`config.mk`:
```
export PLATFORM = sky130hd
export DESIGN_NAME = mips_multicycle_core
export DESIGN_NICKNAME = d
export VERILOG_FILES = /design/src/rtl/mips_pkg.sv /design/src/rtl/mips_regfile.sv /design/src/rtl/mips_multicycle_core.sv
export SDC_FILE = /design/constraint.sdc
export NUM_CORES = 2
export LEC_CHECK = 0
export CELL_PAD_IN_SITES_DETAIL_PLACEMENT = 0
export CELL_PAD_IN_SITES_GLOBAL_PLACEMENT = 2
export CORE_MARGIN = 5
export CORE_UTILIZATION = 45
export DETAILED_ROUTE_END_ITERATION = 7
export PLACE_DENSITY = 0.91
export SLEW_MARGIN = 20
export SYNTH_ARGS = -nofsm -noshare
export SYNTH_HDL_FRONTEND = slang
export SYNTH_SLANG_ARGS = --single-unit
```
`constraint.sdc`:
```
create_clock -name clk -period 9 [get_ports clk]
set_input_delay 1.8 -clock clk [delete_from_list [all_inputs] [get_ports clk]]
set_output_delay 1.8 -clock clk [all_outputs]
set_load 0.01 [all_outputs]
```
`src/rtl/mips_pkg.sv`:
```
// Shared encodings for the multi-cycle MIPS core: opcodes, functs, ALU control codes,
// the sequencer state type and the ALU itself.
package mips_pkg;

  localparam logic [5:0] OP_RTYPE = 6'h00;
  localparam logic [5:0] OP_J     = 6'h02;
  localparam logic [5:0] OP_BEQ   = 6'h04;
  localparam logic [5:0] OP_ADDI  = 6'h08;
  localparam logic [5:0] OP_LW    = 6'h23;
  localparam logic [5:0] OP_SW    = 6'h2B;

  localparam logic [5:0] FN_ADD = 6'h20;
  localparam logic [5:0] FN_SUB = 6'h22;
  localparam logic [5:0] FN_AND = 6'h24;
  localparam logic [5:0] FN_OR  = 6'h25;
  localparam logic [5:0] FN_SLT = 6'h2A;

  typedef enum logic [2:0] {
    ALU_ADD = 3'd0,
    ALU_SUB = 3'd1,
    ALU_AND = 3'd2,
    ALU_OR  = 3'd3,
    ALU_SLT = 3'd4
  } alu_ctrl_t;

  typedef enum logic [2:0] {
    S_FETCH  = 3'd0,
    S_DECODE = 3'd1,
    S_EXEC   = 3'd2,
    S_MEM    = 3'd3,
    S_WB     = 3'd4,
    S_HALT   = 3'd5
  } state_t;

  // add/sub wrap silently; slt compares as signed
  function automatic logic [31:0] alu_calc(input alu_ctrl_t ctrl, input logic [31:0] x,
                                           input logic [31:0] y);
    case (ctrl)
      ALU_SUB: return x - y;
      ALU_AND: return x & y;
      ALU_OR:  return x | y;
      ALU_SLT: return {31'd0, $signed(x) < $signed(y)};
      default: return x + y;
    endcase
  endfunction

endpackage

```
`src/rtl/mips_regfile.sv`:
```
// 32x32 register file: two asynchronous read ports, one synchronous write port,
// register 0 reads as zero and ignores writes.
module mips_regfile (
  input  logic        clk,
  input  logic        rst,
  input  logic [4:0]  rs_addr,
  input  logic [4:0]  rt_addr,
  output logic [31:0] rs_data,
  output logic [31:0] rt_data,
  input  logic        we,
  input  logic [4:0]  w_addr,
  input  logic [31:0] w_data
);

  logic [31:0] regs [32];

  always_ff @(posedge clk or negedge rst) begin
    if (!rst) begin
      for (int i = 0; i < 32; i++) regs[i] <= '0;
    end else if (we && (w_addr != 5'd0)) begin
      regs[w_addr] <= w_data;
    end
  end

  assign rs_data = (rs_addr == 5'd0) ? 32'd0 : regs[rs_addr];
  assign rt_data = (rt_addr == 5'd0) ? 32'd0 : regs[rt_addr];

endmodule

```
`src/rtl/mips_multicycle_core.sv`:
```
// Multi-cycle MIPS-I subset core: FETCH/DECODE/EXEC/MEM/WB sequencer over a shared datapath,
// one unified memory port, sticky halt and a wrapping retired-instruction counter.
module mips_multicycle_core
  import mips_pkg::*;
#(
  parameter int                ADDR_W          = 32,
  parameter logic [ADDR_W-1:0] RESET_PC        = '0,
  parameter int                CNT_W           = 16,
  parameter bit                HALT_ON_ILLEGAL = 1'b1
) (
  input  logic              clk,
  input  logic              rst,
  output logic              mem_req,
  output logic              mem_we,
  output logic [ADDR_W-1:0] mem_addr,
  output logic [31:0]       mem_wdata,
  input  logic [31:0]       mem_rdata,
  input  logic              mem_ready,
  output logic              halted,
  output logic [ADDR_W-1:0] pc_out,
  output logic [CNT_W-1:0]  retired_cnt,
  output logic [2:0]        state_dbg
);

  state_t            state, state_nxt;
  logic [ADDR_W-1:0] pc;
  logic [31:0]       ir, a, b, alu_out, mdr;
  logic              retire;

  logic [5:0]  opcode, funct;
  logic [4:0]  rs, rt, rd;
  logic [31:0] imm_sext;
  assign opcode   = ir[31:26];
  assign rs       = ir[25:21];
  assign rt       = ir[20:16];
  assign rd       = ir[15:11];
  assign funct    = ir[5:0];
  assign imm_sext = {{16{ir[15]}}, ir[15:0]};

  logic is_r, is_j, is_beq, is_addi, is_lw, is_sw, legal;
  assign is_r    = (opcode == OP_RTYPE);
  assign is_j    = (opcode == OP_J);
  assign is_beq  = (opcode == OP_BEQ);
  assign is_addi = (opcode == OP_ADDI);
  assign is_lw   = (opcode == OP_LW);
  assign is_sw   = (opcode == OP_SW);
  assign legal   = (is_r && (funct inside {FN_ADD, FN_SUB, FN_AND, FN_OR, FN_SLT}))
                 || is_j || is_beq || is_addi || is_lw || is_sw;

  alu_ctrl_t   alu_ctrl;
  logic [31:0] alu_res;
  always_comb begin
    alu_ctrl = ALU_ADD;
    if (is_r) begin
      case (funct)
        FN_SUB:  alu_ctrl = ALU_SUB;
        FN_AND:  alu_ctrl = ALU_AND;
        FN_OR:   alu_ctrl = ALU_OR;
        FN_SLT:  alu_ctrl = ALU_SLT;
        default: alu_ctrl = ALU_ADD;
      endcase
    end
  end
  assign alu_res = alu_calc(alu_ctrl, a, is_r ? b : imm_sext);

  logic mem_aligned;
  assign mem_aligned = (alu_out[1:0] == 2'b00);

  logic [31:0] rf_rs, rf_rt, rf_wdata;
  logic        rf_we;
  logic [4:0]  rf_waddr;
  assign rf_we    = (state == S_WB);
  assign rf_waddr = is_r ? rd : rt;
  assign rf_wdata = is_lw ? mdr : alu_out;

  mips_regfile u_regfile (
    .clk     (clk),
    .rst     (rst),
    .rs_addr (rs),
    .rt_addr (rt),
    .rs_data (rf_rs),
    .rt_data (rf_rt),
    .we      (rf_we),
    .w_addr  (rf_waddr),
    .w_data  (rf_wdata)
  );

  always_ff @(posedge clk or negedge rst) begin
    if (!rst) state <= S_FETCH;
    else      state <= state_nxt;
  end

  // j resolves in EXEC alongside beq so both control transfers take three cycles
  always_comb begin
    state_nxt = state;
    retire    = 1'b0;
    case (state)
      S_FETCH:  if (mem_ready) state_nxt = S_DECODE;
      S_DECODE: begin
        if (legal) begin
          state_nxt = S_EXEC;
        end else if (HALT_ON_ILLEGAL) begin
          state_nxt = S_HALT;
        end else begin
          state_nxt = S_FETCH;
          retire    = 1'b1;
        end
      end
      S_EXEC: begin
        if (is_j || is_beq) begin
          state_nxt = S_FETCH;
          retire    = 1'b1;
        end else if (is_lw || is_sw) begin
          state_nxt = S_MEM;
        end else begin
          state_nxt = S_WB;
        end
      end
      S_MEM: begin
        if (!mem_aligned) begin
          state_nxt = S_HALT;
        end else if (mem_ready) begin
          state_nxt = is_sw ? S_FETCH : S_WB;
          retire    = is_sw;
        end
      end
      S_WB: begin
        state_nxt = S_FETCH;
        retire    = 1'b1;
      end
      default: state_nxt = S_HALT;
    endcase
  end

  always_ff @(posedge clk or negedge rst) begin
    if (!rst) begin
      pc          <= RESET_PC;
      ir          <= '0;
      a           <= '0;
      b           <= '0;
      alu_out     <= '0;
      mdr         <= '0;
      halted      <= 1'b0;
      retired_cnt <= '0;
    end else begin
      case (state)
        S_FETCH: begin
          if (mem_ready) begin
            ir <= mem_rdata;
            pc <= pc + ADDR_W'(4);
          end
        end
        S_DECODE: begin
          a       <= rf_rs;
          b       <= rf_rt;
          alu_out <= 32'(pc) + {imm_sext[29:0], 2'b00};
        end
        S_EXEC: begin
          // beq keeps the branch target computed in DECODE in alu_out
          if (is_j) begin
            pc <= {pc[ADDR_W-1:28], ir[25:0], 2'b00};
          end else if (is_beq) begin
            if (a == b) pc <= ADDR_W'(alu_out);
          end else begin
            alu_out <= alu_res;
          end
        end
        S_MEM: if (mem_aligned && mem_ready) mdr <= mem_rdata;
        default: ;
      endcase
      if (retire) retired_cnt <= retired_cnt + CNT_W'(1);
      if (state_nxt == S_HALT) halted <= 1'b1;
    end
  end

  // Memory handshake: mem_req/mem_we/mem_addr/mem_wdata are held unchanged from assertion
  // until the rising edge where mem_req & mem_ready, which is the transfer; rst low drops them.
  always_comb begin
    mem_req   = 1'b0;
    mem_we    = 1'b0;
    mem_addr  = '0;
    mem_wdata = '0;
    if (rst) begin
      if (state == S_FETCH) begin
        mem_req  = 1'b1;
        mem_addr = pc;
      end else if ((state == S_MEM) && mem_aligned) begin
        mem_req   = 1'b1;
        mem_we    = is_sw;
        mem_addr  = ADDR_W'(alu_out);
        mem_wdata = b;
      end
    end
  end

  assign pc_out    = pc;
  assign state_dbg = state;

endmodule

```
==> Changelog: implementation <==
### Changed

* Status: completed
* Core area at roughly 150000 um^2
* CTS Buf Count at ~140
* Worst Hold End: u_regfile.regs[1001]
* Worst reg2reg endpoint: alu_out[22]
* Vias in the first global route at 54.3k
* Synth Area per Inst at 10.1 um^2
* PwrDens at around 150 nW/um^2
* Global placement routability congestion at about 0.96
* Clock Skews at ~0.034 ns
* Ys async rst share at 1.00
* Clock Sink Count at about 1.2k
* PortBufs at ~150
* Post-synth cell types at 78
* Critical Path End: mem_wdata[15]
* Met3 WL at roughly 21000 um
* DRC violations left at 0
* Most numerous cell in the Yosys netlist: dfrtp_1
* Synth Seq Share at 0.449
* Setup Fix Bufs, Post-CTS at 0
* Chip area estimate from yosys synthesis at slightly below 70000 um^2
* Most instantiated logic cell after routing: dfrtp_1
* Layout cells sized above 1 at 0.155
* Slew @ Worst Pin at around 1.2 ns
* Cell count in the Yosys report at just under 7k
* Tmin final at between 6 and 7 ns
* Cell accounting for the most synthesized area: dfrtp_1
* Top cells by count: dfrtp_1 (1236), a21oi_1 (839), nand2_1 (745), nor2_1 (680), o21ai_0 (657)
* Worst r2r path cells at 16
* Max reg flops at between 1k and 1.5k
* Clock slew at reported path FFs at 0.06 ns
* Top cells, area: dfrtp_1 (45%), mux4_2 (14%), a21oi_1 (6.1%)
* Sequential share of power at 0.486
* CP endpoint kind: primary output
* Largest net degree at the start of global routing at ~150
* Initial DRC count at slightly above 6k
* CTS Root Cell: clkbuf_16
* Design area at 76900 um^2
* Clk pwr at about 5.7 mW
* Gate Area at between 30000 and 40000 um^2
* Initial Utilization at 0.453
* DP Worst Slack at between 2 and 3 ns
* # nets final at between 6k and 7k
* Hold Crit Class: flop to flop
* Most frequent cells in the layout: dfrtp_1 (1225), a21oi_1 (837), nand2_1 (735)
* Synthesized area at 69000 um^2
* Power Internal at around 9 mW
* CTS tree: done
* I/O pin total at ~150
* Final period util at 0.669
* Sw power at approximately 2.6 mW
* H-tree depth at 4
* CP startpoint kind: primary input
* First-pass GRT wire length at roughly 370000 um
* Static leakage at between 30 and 40 nW
* Final setup fails at 0
* Placed Area at between 70000 and 80000 um^2
* TNS Setup at 0 ns
* Fill cells at between 10k and 15k
* Crit. Startpoint: rst
* Combinational power at roughly 0.14 mW
* Warnings from Yosys at 0
* Synth-to-Final Area Change at 11.5%
* Row Count at between 100 and 150
* Comb power frac at 0.012
* Max-Cap Viols at 0
* Clk Latency, worst-skew pair at between 0.8 and 0.9 ns
* Register area at between 30000 and 40000 um^2
* Final Power at 11.4 mW
* Worst Setup Slack, final at about 3.0 ns
* Rel. slew slack at 0.202
[worst max-delay path, stage by stage]
cell and delay [ns]:
buf_12 0.46, and3_2 1.03, and2_1 0.25, clkdlybuf4s50_1 0.55
[area by class of cell]
class	instances	share of cell area
clock buffer	194	0.0508
clock inverter	48	0.00789
timing repair buffer	284	0.0362
tap	2030	0.0330
inverter	116	0.00566
multi-input combinational	4831	0.463
antenna	1	0.0000326
sequential	1236	0.403
[cells by family after synthesis]
family | Yosys count | share of synthesized area
DFF | 1236 | 0.449
and+or+nand+nor | 1744 | 0.105
AOI/OAI and AO/OA | 2009 | 0.165
muxes | 842 | 0.201
xor gates and xnor gates | 105 | 0.0133
adders and majority gates | 131 | 0.0241
buffers and inverters | 752 | 0.0424
==> images/congestion.png <==
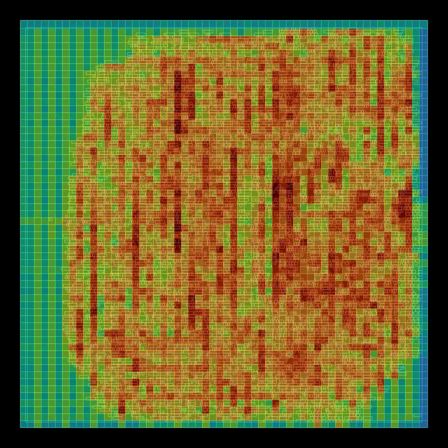
met1 Usage GRT: 0.422
Util after Layout: 0.505
global routing's busiest layer: met2
grt met3 use: 0.0568

==> images/layer_met2.png <==
Drawn at 1 px/um.
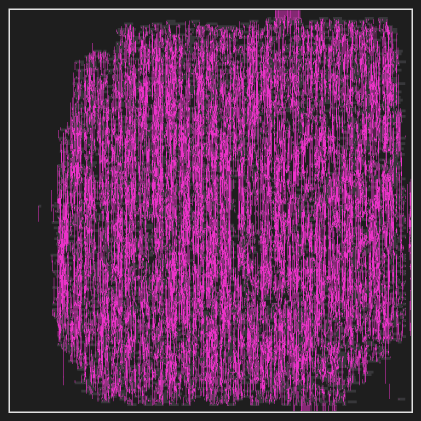
The layer holds 45% of the routed length. The wires run mostly vertical. 5236 nets have wire on it. The longest straight run is 154 um. The layer carries 113 mm of wire.

==> images/metal_density.png <==
Drawn at 1 px/um. 20 x 20 tiles, from dark blue (low) to red (high), scaled to the fullest tile. Values are wire area over tile area, all layers added.
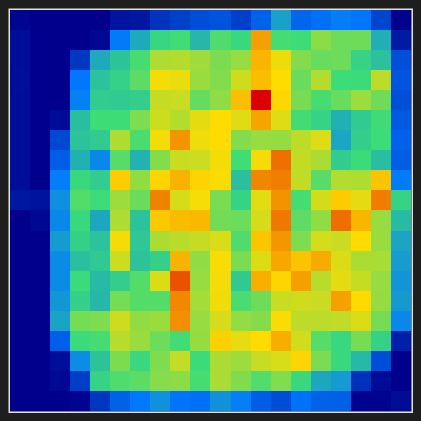
The mean over all tiles is 0.26. 53% of the tiles are over half the peak. The emptiest ninth of the die: upper left. 12% of the tiles are nearly empty. The fullest tile reaches 0.56.
Vias: 55.5k
WL/cell: 28.7 um
Detailed Route WL: 251000 um
total track usage: 0.305

Power is estimated from default activity; no workload was simulated.
